==> images/met2.png <==
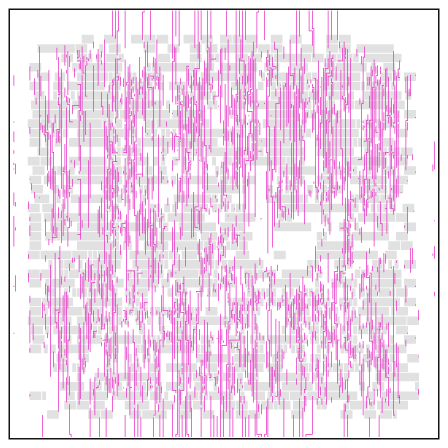
==> images/clock_map.png <==
The bar under the picture is 20 um long.
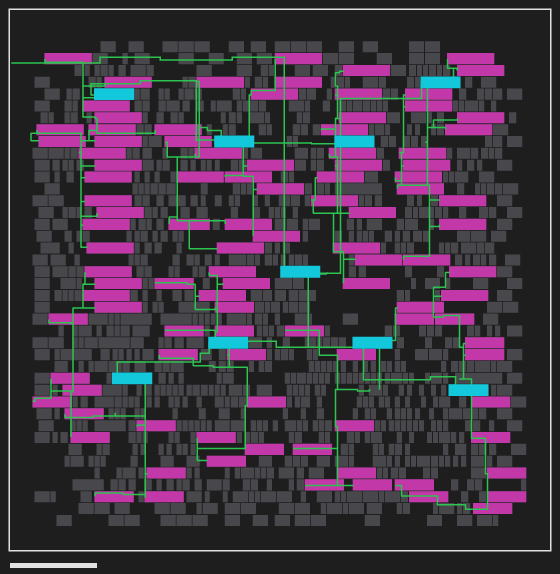
==> images/final_congestion.png <==
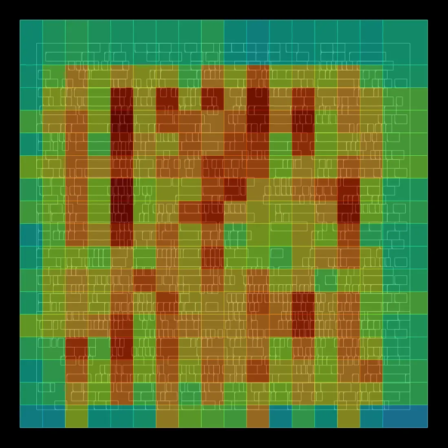
File: src/rtl/peak_dpu_pkg.sv
// Shared types and helpers for the instruction fetch/align path.
// RVC detection and datapath widths.
package peak_dpu_pkg;

    localparam int PC_W = 32;
    localparam int HW_W = 16;

    function automatic logic is_rvc(input logic [1:0] op);
        return op != 2'b11;
    endfunction

endpackage

File: src/rtl/peak_dpu_if_hwbuf.sv
// Halfword FIFO for the instruction aligner.
// Pushes and pops up to two halfwords per cycle; flush empties it.
module peak_dpu_if_hwbuf
    import peak_dpu_pkg::*;
#(
    parameter int DEPTH = 4,
    parameter int CW    = $clog2(DEPTH + 1),
    parameter int PW    = $clog2(DEPTH)
) (
    input  logic            clk,
    input  logic            rst,
    input  logic            flush,
    input  logic [1:0]      push_n,
    input  logic [HW_W-1:0] push_hw0,
    input  logic [HW_W-1:0] push_hw1,
    input  logic [1:0]      pop_n,
    output logic [HW_W-1:0] hw0,
    output logic [HW_W-1:0] hw1,
    output logic [CW-1:0]   cnt
);

    logic [HW_W-1:0] mem [DEPTH];
    logic [PW-1:0]   rd_ptr;
    logic [PW-1:0]   wr_ptr;
    logic [PW-1:0]   wr_ptr1;
    logic [PW-1:0]   rd_ptr1;

    function automatic logic [PW-1:0] wrap_add(
        input logic [PW-1:0] p,
        input logic [1:0]    n
    );
        int s;
        s = int'(p) + int'(n);
        if (s >= DEPTH) s = s - DEPTH;
        return PW'(s);
    endfunction

    // Read-side and second-write addresses, wrapping modulo DEPTH.
    always_comb begin
        rd_ptr1 = wrap_add(rd_ptr, 2'd1);
        wr_ptr1 = wrap_add(wr_ptr, 2'd1);
        hw0     = mem[rd_ptr];
        hw1     = mem[rd_ptr1];
    end

    // Storage is not reset; entries beyond cnt are never observed.
    always_ff @(posedge clk) begin
        if (!flush && push_n != 2'd0) mem[wr_ptr] <= push_hw0;
        if (!flush && push_n == 2'd2) mem[wr_ptr1] <= push_hw1;
    end

    // Pointer and occupancy bookkeeping; flush wins over push/pop.
    always_ff @(posedge clk or posedge rst) begin
        if (rst) begin
            rd_ptr <= '0;
            wr_ptr <= '0;
            cnt    <= '0;
        end else if (flush) begin
            rd_ptr <= '0;
            wr_ptr <= '0;
            cnt    <= '0;
        end else begin
            rd_ptr <= wrap_add(rd_ptr, pop_n);
            wr_ptr <= wrap_add(wr_ptr, push_n);
            cnt    <= cnt + {{(CW-2){1'b0}}, push_n}
                          - {{(CW-2){1'b0}}, pop_n};
        end
    end

endmodule

File: src/rtl/peak_dpu_if_align.sv
// Instruction aligner: fetch words in, one RV32IC instruction out.
// Handles straddling 32-bit ops, odd-halfword redirects, backpressure.
module peak_dpu_if_align
    import peak_dpu_pkg::*;
#(
    parameter int          HW_DEPTH = 4,
    parameter logic [31:0] RESET_PC = 32'h0000_0000
) (
    input  logic            clk,
    input  logic            rst,
    input  logic            fetch_vld,
    output logic            fetch_rdy,
    input  logic [31:0]     fetch_data,
    input  logic            redirect_vld,
    input  logic [PC_W-1:0] redirect_pc,
    output logic            instr_vld,
    input  logic            instr_rdy,
    output logic [31:0]     instr_op,
    output logic            instr_is_compressed,
    output logic [PC_W-1:0] instr_pc
);

    localparam int CW = $clog2(HW_DEPTH + 1);

    logic [HW_W-1:0] hw0;
    logic [HW_W-1:0] hw1;
    logic [CW-1:0]   cnt;
    logic [PC_W-1:0] head_pc;
    logic            drop_lo;
    logic            head_rvc;
    logic            push_ok;
    logic            pop_ok;
    logic [1:0]      push_n;
    logic [1:0]      pop_n;
    logic [HW_W-1:0] push_hw0;

    peak_dpu_if_hwbuf #(
        .DEPTH (HW_DEPTH)
    ) u_hwbuf (
        .clk      (clk),
        .rst      (rst),
        .flush    (redirect_vld),
        .push_n   (push_n),
        .push_hw0 (push_hw0),
        .push_hw1 (fetch_data[31:16]),
        .pop_n    (pop_n),
        .hw0      (hw0),
        .hw1      (hw1),
        .cnt      (cnt)
    );

    // Head classification and handshake decode, all from registered state.
    always_comb begin
        fetch_rdy = cnt <= CW'(HW_DEPTH - 2);
        head_rvc  = is_rvc(hw0[1:0]);
        instr_vld = head_rvc ? (cnt >= CW'(1)) : (cnt >= CW'(2));
        instr_op  = 32'h0;
        if (instr_vld)
            instr_op = head_rvc ? {16'h0, hw0} : {hw1, hw0};
        instr_is_compressed = instr_vld & head_rvc;
        instr_pc  = head_pc;
        push_ok   = fetch_vld & fetch_rdy & ~redirect_vld;
        pop_ok    = instr_vld & instr_rdy & ~redirect_vld;
        push_n    = push_ok ? (drop_lo ? 2'd1 : 2'd2) : 2'd0;
        push_hw0  = drop_lo ? fetch_data[31:16] : fetch_data[15:0];
        pop_n     = pop_ok ? (head_rvc ? 2'd1 : 2'd2) : 2'd0;
    end

    // Head PC and odd-halfword drop flag; redirect has priority.
    always_ff @(posedge clk or posedge rst) begin
        if (rst) begin
            head_pc <= RESET_PC;
            drop_lo <= 1'b0;
        end else if (redirect_vld) begin
            head_pc <= {redirect_pc[31:1], 1'b0};
            drop_lo <= redirect_pc[1];
        end else begin
            if (pop_ok)
                head_pc <= head_pc + (head_rvc ? 32'd2 : 32'd4);
            if (push_ok)
                drop_lo <= 1'b0;
        end
    end

endmodule

File: config.mk
export PLATFORM = sky130hd
export DESIGN_NAME = peak_dpu_if_align
export DESIGN_NICKNAME = d
export VERILOG_FILES = /design/src/rtl/peak_dpu_pkg.sv /design/src/rtl/peak_dpu_if_hwbuf.sv /design/src/rtl/peak_dpu_if_align.sv
export SDC_FILE = /design/constraint.sdc
export NUM_CORES = 1
export LEC_CHECK = 0
export ABC_AREA = 1
export CORE_MARGIN = 5
export CORE_UTILIZATION = 53
export DETAILED_ROUTE_END_ITERATION = 16
export PLACE_DENSITY_LB_ADDON = 0.08
export REMOVE_ABC_BUFFERS = 1
export SLEW_MARGIN = 10
export SYNTH_ARGS = -nofsm -noshare
export SYNTH_HDL_FRONTEND = slang
export SYNTH_SLANG_ARGS = --single-unit
File: constraint.sdc
create_clock -name clk -period 3.71 [get_ports clk]
set_input_delay 0.742 -clock clk [delete_from_list [all_inputs] [get_ports clk]]
set_output_delay 0.742 -clock clk [all_outputs]
set_load 0.02 [all_outputs]
==> results.txt <==
Observations from the implementation run.

CTS:
- The run puts the clock input transition at the sequential cells of the worst setup and hold paths at 0.07 ns.
- The run puts the number of levels in the clock H-tree at 3.
- The run gives the CTS root buffer as sky130_fd_sc_hd__clkbuf_16.
- The run puts the maximum clock insertion buffer count at 2.

Layout:
- The run gives the final cell utilization of the core as 0.681.
- The sequential cells in the finished layout cover a total of a little under 3000 sq um.
- The run gives the clock buffer count as 9.
- The final antenna diode tally reported by the flow is 0.

Synth:
- The run puts the post-synthesis adder-cell area fraction at 0.0160.
- Summing all multiplexer cells gives an area fraction of 0.0232.
- The run puts the gate count of the mapped netlist at 917.
- The commonest cells after synthesis are sky130_fd_sc_hd__nand2_1 (282), sky130_fd_sc_hd__o21ai_0 (89), sky130_fd_sc_hd__nand3_1 (80).

Status:
- The run finished with clean final reports.

Final timing:
- The run gives the final worst slack as 0.205 ns.
- The run gives the setup skew after layout as 0.00837 ns.
- The run gives the post-route minimum period as 3.51 ns.
- The run puts the worst-case headroom to the max-slew limit at 0.491.

Floorplanning:
- The run puts the area of the placeable core at 12700 sq um.

Worst setup path:
- The run puts the data arrival time at the worst-slack endpoint at 2.76 ns.

Pwr:
- The run gives the overall power after layout as 4.99 mW.
- The highest supply drop recorded on VDD is approximately 460 uV.
-- met2.png (at the start) --
longest straight run	46.9 um
main direction	vertical
nets with wire on the layer	866
share of all routed wire	46%

-- clock_map.png (at the start) --
[flip-flops] magenta | count: 103
[clock wires] green | length: 1300 um
[cells driving clock nets] cyan | count: 9
routed clock nets	10

-- final_congestion.png (at the start) --
met3 track demand over resource in global routing: 0.0581
M2 GR Usage: 0.416

Power and IR drop assume default switching activity.
